==> src/rtl/seq_detector_param.sv <==
// Serial detector for a programmable PAT_LEN-symbol pattern.
// Supports overlap/flush matching, an in-band clear symbol and a saturating hit counter.
module seq_detector_param #(
  parameter int                         SYM_W     = 2,
  parameter int                         PAT_LEN   = 4,
  parameter logic [PAT_LEN*SYM_W-1:0]   PAT_INIT  = 8'h62,
  parameter bit                         CLEAR_EN  = 1'b1,
  parameter logic [SYM_W-1:0]           CLEAR_SYM = 2'b11,
  parameter int                         CNT_W     = 8
) (
  input  logic                           clk,
  input  logic                           rst_n,
  input  logic                           in_valid,
  input  logic [SYM_W-1:0]               in_sym,
  input  logic                           overlap,
  input  logic                           pat_wr,
  input  logic [$clog2(PAT_LEN)-1:0]     pat_idx,
  input  logic [SYM_W-1:0]               pat_data,
  input  logic                           cnt_clr,
  output logic                           match,
  output logic [CNT_W-1:0]               match_cnt,
  output logic                           cnt_sat,
  output logic [$clog2(PAT_LEN+1)-1:0]   fill
);

  localparam int W  = PAT_LEN * SYM_W;
  localparam int FW = $clog2(PAT_LEN + 1);
  localparam logic [FW-1:0] FULL = FW'(PAT_LEN);

  logic [W-1:0]     pat_q;
  logic [W-1:0]     pat_d;
  logic [W-1:0]     hist_q;
  logic [W-1:0]     hist_d;
  logic [W-1:0]     hist_sh;
  logic [FW-1:0]    fill_d;
  logic [FW-1:0]    fill_inc;
  logic [CNT_W-1:0] cnt_d;
  logic             sat_d;
  logic             match_d;
  logic             hit;
  logic             is_clr;
  logic             idx_ok;

  // Oldest symbol lives in slot 0, so shifting right ages the history.
  assign hist_sh  = {in_sym, hist_q[W-1:SYM_W]};
  assign fill_inc = (fill == FULL) ? FULL : fill + 1'b1;
  assign hit      = (hist_sh == pat_q) && (fill_inc == FULL);
  assign is_clr   = CLEAR_EN && (in_sym == CLEAR_SYM);
  assign idx_ok   = 32'(pat_idx) < PAT_LEN;

  always_comb begin
    pat_d   = pat_q;
    hist_d  = hist_q;
    fill_d  = fill;
    match_d = 1'b0;
    if (pat_wr) begin
      if (idx_ok) begin
        pat_d[pat_idx*SYM_W +: SYM_W] = pat_data;
      end
      fill_d = '0;
    end else if (in_valid && is_clr) begin
      fill_d = '0;
    end else if (in_valid) begin
      hist_d = hist_sh;
      fill_d = fill_inc;
      if (hit) begin
        match_d = 1'b1;
        if (!overlap) begin
          fill_d = '0;
        end
      end
    end
  end

  // Clear beats a simultaneous hit; saturation is sticky until cleared.
  always_comb begin
    cnt_d = match_cnt;
    sat_d = cnt_sat;
    if (cnt_clr) begin
      cnt_d = '0;
      sat_d = 1'b0;
    end else if (match_d && !(&match_cnt)) begin
      cnt_d = match_cnt + 1'b1;
      sat_d = cnt_sat | (&cnt_d);
    end
  end

  always_ff @(posedge clk or negedge rst_n) begin
    if (!rst_n) begin
      pat_q     <= PAT_INIT;
      hist_q    <= '0;
      fill      <= '0;
      match     <= 1'b0;
      match_cnt <= '0;
      cnt_sat   <= 1'b0;
    end else begin
      pat_q     <= pat_d;
      hist_q    <= hist_d;
      fill      <= fill_d;
      match     <= match_d;
      match_cnt <= cnt_d;
      cnt_sat   <= sat_d;
    end
  end

endmodule

==> config.mk <==
export PLATFORM = sky130hd
export DESIGN_NAME = seq_detector_param
export DESIGN_NICKNAME = d
export VERILOG_FILES = /design/src/rtl/seq_detector_param.sv
export SDC_FILE = /design/constraint.sdc
export NUM_CORES = 1
export LEC_CHECK = 0
export CORE_UTILIZATION = 40
export DETAILED_ROUTE_END_ITERATION = 10
export PLACE_DENSITY = 0.67
export SKIP_CTS_REPAIR_TIMING = 1
export SYNTH_ARGS = -nofsm -noshare
export SYNTH_HDL_FRONTEND = slang
export SYNTH_SLANG_ARGS = --single-unit
export TNS_END_PERCENT = 100
==> constraint.sdc <==
create_clock -name clk -period 3.25 [get_ports clk]
set_input_delay 0.65 -clock clk [delete_from_list [all_inputs] [get_ports clk]]
set_output_delay 0.65 -clock clk [all_outputs]
set_load 0.03 [all_outputs]
run_1/drive_strength.png
Bar = 20 um.
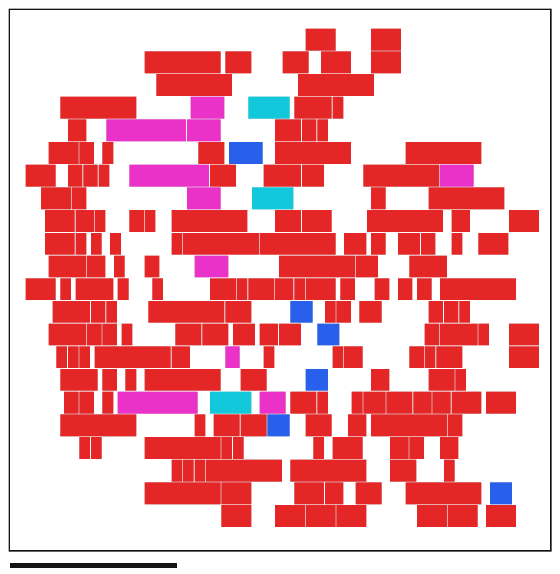
legend:
  drive 2:
    colour: magenta
    cells: 10
    share: 5.2%
  drive 1 or less:
    colour: red
    cells: 175
    share: 90%
  drive 6 and up:
    colour: cyan
    cells: 3
    share: 1.5%
  drive 3 to 4:
    colour: blue
    cells: 6
    share: 3.1%

run_1/cell_classes.png
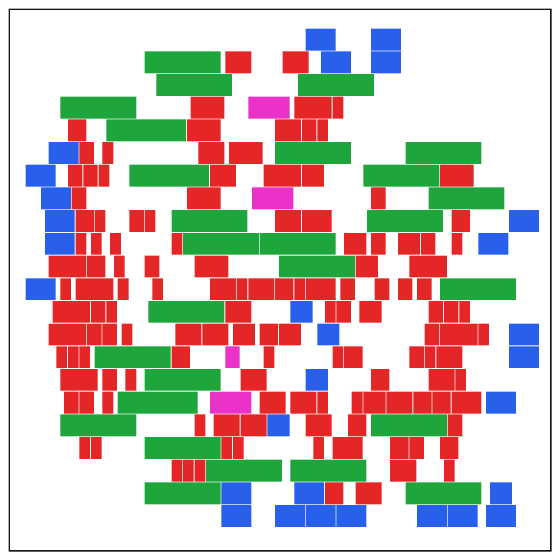
legend:
  clock drivers and dummy loads:
    colour: magenta
    cells: 4
    share_of_their_area: 2.5%
  all other logic:
    colour: red
    cells: 134
    share_of_their_area: 46%
  flip-flops:
    colour: green
    cells: 27
    share_of_their_area: 36%
  other buffers and delay cells:
    colour: blue
    cells: 29
    share_of_their_area: 15%

==> ci_impl_report.md, run 1 <==
## Implementation flow summary

| Metric | Value |
|---|---|
| Status | completed |
| CP max stage cell | or4_1 |
| Slowest stage delay, CP | 660 ps |
| Row count | 22 |
| Antenna diodes | 0 |
| Buffers, non-clock | 29 |
| MUX share of area | 0.03574 |
| R2r endpoint | match_cnt[4] |
| Yosys cell count | 165 |
| Xor/xnor share | 0.05560 |
| TritonCTS buffer count | 3 |
| Depth of the CTS H-tree | 1 |
| Comb group | 0.123 mW |
| Setup slack at placement | 287.7 ps |
| Vias in the first global route | 1309 |
| Chip area | 0.004193 mm2 |
| Seq/total area | 0.3526 |
| Worst Hold Depth | 2 |
| DRC viols | 0 |
| Number of top-level pins | 25 |
| Main logic family | simple AND/OR/NAND/NOR gates |
| Flops after synth | 27 |
| Top cells by area | dfrtp_1, ha_1, nand2_1, dfstp_2, mux2_2 |
| Pint | 0.5145 mW |
| Sw Ratio | 0.2735 |
| Share of layout cells above drive strength 1 | 0.09794 |
| Total wire length | 3348 um |
| Max frequency | 367.3 MHz |
| HP Start | pat_q[5] |
| Critical path buffers and inverters | 1 |
| Clock network fraction of total power | 0.274 |
| Ys flop type | dfrtp_1 |
| Gr ovfl total | 0 |
| Setup ws final | 527.3 ps |
| Tool warnings | 32 |
| Clk sinks | 27 |
| Die H | 64.76 um |
| Clock buffer count | 3 |
| Hold WC Path Type | flop to flop |
| Pleak | 0.7986 nW |
| Clock root buffer | clkbuf_8 |
| WP data arrival | 2920 ps |
| Multi-input combinational gate total | 126 |
| First-pass GRT wire length | 5837 um |
| Placed insts | 238 |
| Adder Share, Synth | 0.07149 |
| Critical Path End | match_cnt[4] |
| WL/cell | 13.83 um |
| Maximum VDD drop | 0.0002208 V |
| R2R depth | 7 |
| Nets | 216 |
| RePlAce Congestion | 0.7818 |
| Core area | 0.003716 mm2 |
| Die width | 64.76 um |
| Via-to-Cell Ratio | 5.446 |
| Startpoint Class | flop |
| Cell breakdown of the critical path | inv_1 -> ha_1 -> a21oi_1 -> or4_4 -> or4_1 -> or4_1 -> a21oi_1 |
| Comb area share | 0.4325 |
| Post-layout util | 0.5185 |
| Cell with the most instances after synthesis | dfrtp_1 |
| Setup violators final | 0 |
| Top cell type by total area after synthesis | dfrtp_1 |
| Final-layout clock-cell area share | 0.02403 |
| RSZ-0062 raised after global routing | false |
| Largest net degree at the start of global routing | 28 |
| Final Skew | 6.425 ps |
| Final min period | 2723 ps |
| FP Util | 0.4239 |
| CTS tree | built |
| # fillers | 358 |
| Hold Path Sink | pat_q[5] |
run_1/clock_map.png
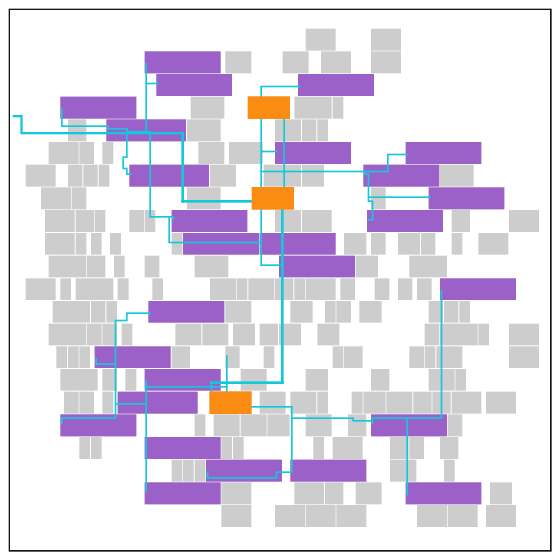
legend:
  clock wires:
    colour: cyan
    length: 342 um
  cells driving clock nets:
    colour: orange
    count: 3
  flip-flops:
    colour: purple
    count: 27
routed clock nets: 4

## run 1: metal layers
metal / track usage / wire (um)
met5: 0 / 0
met4: 0.06111 / 29
met3: 0.02817 / 127
met2: 0.3372 / 1786
met1: 0.2024 / 1403
## run 1: cells in the final DEF (no fill, tap or decap), types with 3 or more instances in the layout
cell,instances
dfstp_2,3
or4_1,3
clkdlybuf4s50_1,24
nand3_1,10
mux2_2,5
o21ai_0,10
dfrtp_1,24
a21oi_1,6
xnor2_1,4
inv_1,8
buf_4,5
nand2_1,22
xor2_1,6
ha_1,9
nor2b_1,4
clkbuf_8,3
nor2_1,13
## run 1: registers in the layout (all words and copies together), names as in the netlist
register	flops
fill	3
hist_q	6
cnt_sat	1
match	1
pat_q	8
match_cnt	8
run_1/final_clocks.png
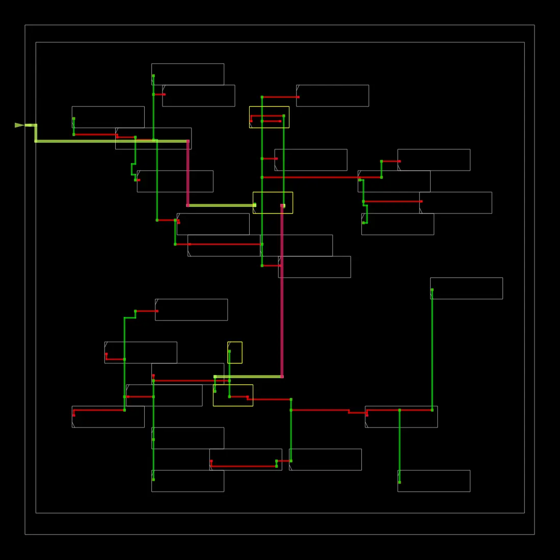

==> inputs of run 2 (changes only) <==
--- a/config.mk
+++ b/config.mk
@@ -7,7 +7,7 @@
 export LEC_CHECK = 0
 export CORE_UTILIZATION = 40
 export DETAILED_ROUTE_END_ITERATION = 10
-export PLACE_DENSITY = 0.67
+export PLACE_DENSITY = 0.7
 export SKIP_CTS_REPAIR_TIMING = 1
 export SYNTH_ARGS = -nofsm -noshare
 export SYNTH_HDL_FRONTEND = slang
==> constraint.sdc (replaced) <==
create_clock -name clk -period 2.4 [get_ports clk]
set_input_delay 0.48 -clock clk [delete_from_list [all_inputs] [get_ports clk]]
set_output_delay 0.48 -clock clk [all_outputs]
set_load 0.03 [all_outputs]
run_2/final_clocks.png
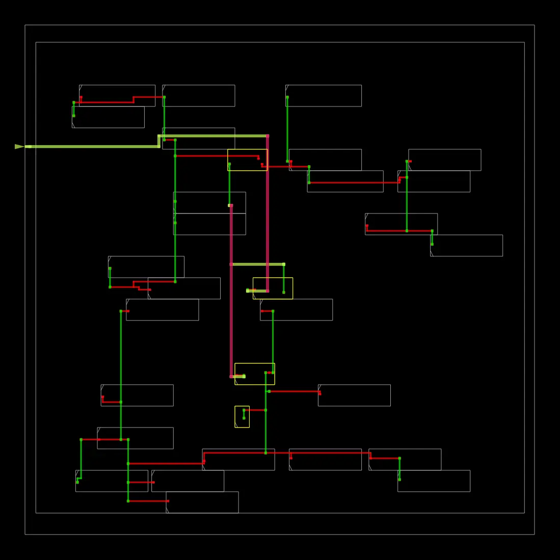
TritonCTS buffer count: 3
clock network power: 0.260 mW
clock buffer count: 3
clk sinks: 27

==> run 2 against run 1 <==
The run now ends with negative setup slack left; via count grew 4.6%; clock skew shrank 2.2 ps; sequential share of layout area shrank 2.0 points; non-clock buffer count grew 12; synthesized cell count is the same; utilization grew 3.3 points; global-route usage grew 0.84 points; critical path depth shrank 2; setup slack lost 540 ps; cell count grew 5.0%; first-iteration DRC count shrank 46%; routed wire length grew 4.9%.
==> ci_impl_report.md, run 2 <==
## Implementation flow summary

| Metric | Value |
|---|---|
| Status | finished with violations (was completed) |
| Failing checks | negative setup slack |
| Critical path buffers and inverters | 0 (was 1) |
| RePlAce Congestion | 0.8002 (was 0.7818) |
| Nets | 228 (was 216) |
| Busiest grt layer | met2 (unchanged) |
| Tool warnings | 34 (was 32) |
| Clock network fraction of total power | 0.264 (was 0.274) |
| Ys flop type | dfrtp_1 (unchanged) |
| Chip area | 0.004193 mm2 (unchanged) |
| Hold WC Path Type | flop to flop (unchanged) |
| Yosys cell count | 165 (unchanged) |
| Die H | 64.76 um (unchanged) |
| Met2 wire len | 1931 um (was 1786 um) |
| Worst Hold Depth | 2 (unchanged) |
| Xor/xnor share | 0.05560 (unchanged) |
| Metal1 wirelength | 1432 um (was 1403 um) |
| WL met3 | 106 um (was 127 um) |
| Total wire length | 3511 um (was 3348 um) |
| Adder Share, Synth | 0.07149 (unchanged) |
| FP Util | 0.4239 (unchanged) |
| Slowest stage delay, CP | 550 ps (was 660 ps) |
| Setup violators final | 2 (was 0) |
| RSZ-0062 raised after global routing | true (was false) |
| R2r endpoint | match_cnt[3] (was match_cnt[4]) |
| Row count | 22 (unchanged) |
| HP Start | pat_q[1] (was pat_q[5]) |
| Grt met2 use | 0.3516 (was 0.3372) |
| Die width | 64.76 um (unchanged) |
| Met1 global-route usage | 0.2173 (was 0.2024) |
| WP data arrival | 2620 ps (was 2920 ps) |
| Cell breakdown of the critical path | xor2_1 -> or4_4 -> or4_4 -> or4_4 -> a21oi_2 (was inv_1 -> ha_1 -> a21oi_1 -> or4_4 -> or4_1 -> or4_1 -> a21oi_1) |
| Final min period | 2418 ps (was 2723 ps) |
| Top cells by area | dfrtp_1, ha_1, nand2_1, dfstp_2, mux2_2 (unchanged) |
| Pint | 0.7137 mW (was 0.5145 mW) |
| R2R depth | 5 (was 7) |
| Met3 usage | 0.02641 (was 0.02817) |
| First-pass GRT wire length | 6030 um (was 5837 um) |
| Final Skew | 4.256 ps (was 6.425 ps) |
| Flops after synth | 27 (unchanged) |
| Dominant logic cell types in the final layout | clkdlybuf4s50_1, nand2_1, dfrtp_1 (was dfrtp_1, clkdlybuf4s50_1, nand2_1) |
| Sw Ratio | 0.2768 (was 0.2735) |
| Vias in the first global route | 1320 (was 1309) |
| CTS tree | built (unchanged) |
| Critical Path End | match_cnt[3] (was match_cnt[4]) |
| WL/cell | 13.82 um (was 13.83 um) |
| Most frequent logic cell in the layout | clkdlybuf4s50_1 |
| Max frequency | 413.6 MHz (was 367.3 MHz) |
| Hold Path Sink | pat_q[1] (was pat_q[5]) |
| Top cell type by total area after synthesis | dfrtp_1 (unchanged) |
| Post-layout util | 0.5519 (was 0.5185) |
| Core area | 0.003716 mm2 (unchanged) |
| Cell with the most instances after synthesis | dfrtp_1 (unchanged) |
| Gr ovfl total | 0 (unchanged) |
| Largest net degree at the start of global routing | 28 (unchanged) |
| Maximum VDD drop | 0.0001911 V (was 0.0002208 V) |
| Top Metal Used | met4 (unchanged) |
| MUX share of area | 0.03574 (unchanged) |
| Setup ws final | -17.53 ps (was 527.3 ps) |
| Depth of the CTS H-tree | 1 (unchanged) |
==> run 2: through the flow <==
stage | hold slack [ps] | instances | worst slack [ps]
global route | 539.4 | 254 | -59.53
global placement | 472.5 | 249 | -108.6
CTS | 500.8 | 253 | -58.31
detailed placement | 487.5 | 249 | -161.0
finish | 497.6 | 254 | -17.53
floorplan | 184.4 | 165 | -73.86
==> run 2: layout make-up <==
class / instances / area, um2
Clock inverter: 1 / 5.005
Clock buffer: 3 / 41.29
Sequential cell: 27 / 681.9
Inverter: 8 / 30.03
Tap cell: 48 / 60.06
Multi-Input combinational cell: 126 / 860.8
Fill cell: 358 / 1665
Timing Repair Buffer: 41 / 371.6
==> inputs of run 3 (changes only) <==
--- a/config.mk
+++ b/config.mk
@@ -6,6 +6,7 @@
 export NUM_CORES = 1
 export LEC_CHECK = 0
 export CORE_UTILIZATION = 40
+export CTS_CLUSTER_DIAMETER = 30
 export DETAILED_ROUTE_END_ITERATION = 10
 export PLACE_DENSITY = 0.7
 export SKIP_CTS_REPAIR_TIMING = 1
run_3/drive_strength.png
Bar = 20 um.
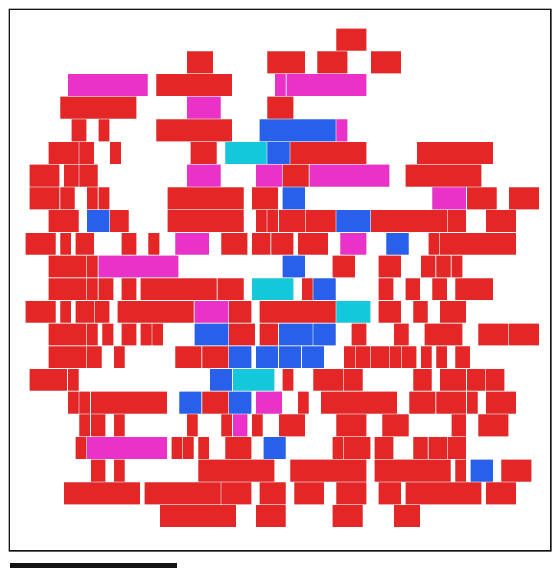
Buffers, non-clock: 41
final instance area: 0.002051 mm2
P&R area growth vs syn: 30.18%

==> run 3 against run 2 <==
The flow still finishes with violations (negative setup slack); critical path depth unchanged; sequential cell count did not move; maximum frequency stayed put; critical path type unchanged.
==> ci_impl_report.md, run 3 <==
## Implementation flow summary

| Metric | Value |
|---|---|
| Status | finished with violations (unchanged) |
| Failing checks | negative setup slack (unchanged) |
| Startpoint Class | flop (unchanged) |
| Clock network fraction of total power | 0.264 (about the same) |
| Clock root buffer | clkbuf_8 (unchanged) |
| Clock network power | 0.260 mW (about the same) |
| Row count | 22 (unchanged) |
| Main logic family | simple AND/OR/NAND/NOR gates (unchanged) |
| Total wire length | 3511 um (unchanged) |
| Reg area | 681.9 um2 (unchanged) |
| RePlAce Congestion | 0.8002 (unchanged) |
| Adder Share, Synth | 0.07149 (unchanged) |
| Top Metal Used | met4 (unchanged) |
| Die width | 64.76 um (unchanged) |
| Ys flop type | dfrtp_1 (unchanged) |
| Sw Ratio | 0.2768 (unchanged) |
| Dominant logic cell types in the final layout | clkdlybuf4s50_1, nand2_1, dfrtp_1 (unchanged) |
| Antenna diodes | 0 (unchanged) |
| Yosys cell count | 165 (unchanged) |
| Cell breakdown of the critical path | xor2_1 -> or4_4 -> or4_4 -> or4_4 -> a21oi_2 (unchanged) |
| Hold Path Sink | pat_q[1] (unchanged) |
| Comb. cell area | 860.8 um2 (unchanged) |
| Number of top-level pins | 25 (unchanged) |
| Nets | 228 (unchanged) |
| Critical Path End | match_cnt[3] (unchanged) |
| Flops after synth | 27 (unchanged) |
| Clk sinks | 27 (unchanged) |
| Via-to-Cell Ratio | 5.425 (unchanged) |
| Setup ws final | -17.53 ps (unchanged) |
| TritonCTS buffer count | 3 (unchanged) |
| Critical path buffers and inverters | 0 (unchanged) |
| Setup violators final | 2 (unchanged) |
| Pleak | 0.8586 nW (unchanged) |
| DRC viols | 0 (unchanged) |
| Setup slack at placement | -161.0 ps (unchanged) |
| Gr ovfl total | 0 (unchanged) |
==> run 3: metrics by stage <==
step	util	setup TNS, ps
after floorplan	-	-73.86
after global placement	0.5333	-213.3
after detailed placement	0.5333	-361.9
after CTS	0.5458	-115.1
after global routing	0.5519	-105.1
final	0.5519	-21.76
==> run 3: cell families after synthesis <==
logic type,after synthesis
flip-flops,27
XOR/XNOR,10
AND/OR/NAND/NOR,67
buffers and inverters,12
AND-OR/OR-AND,35
adder cells (fa/ha/maj),9
multiplexers,5
==> run 3: layout make-up <==
type,instances,area share
Multi-Input combinational cell,126,0.4198
Sequential cell,27,0.3325
Timing Repair Buffer,41,0.1812
Tap cell,48,0.02929
Clock buffer,3,0.02013
Inverter,8,0.01464
Clock inverter,1,0.002441
Power is estimated from default activity; no workload was simulated.
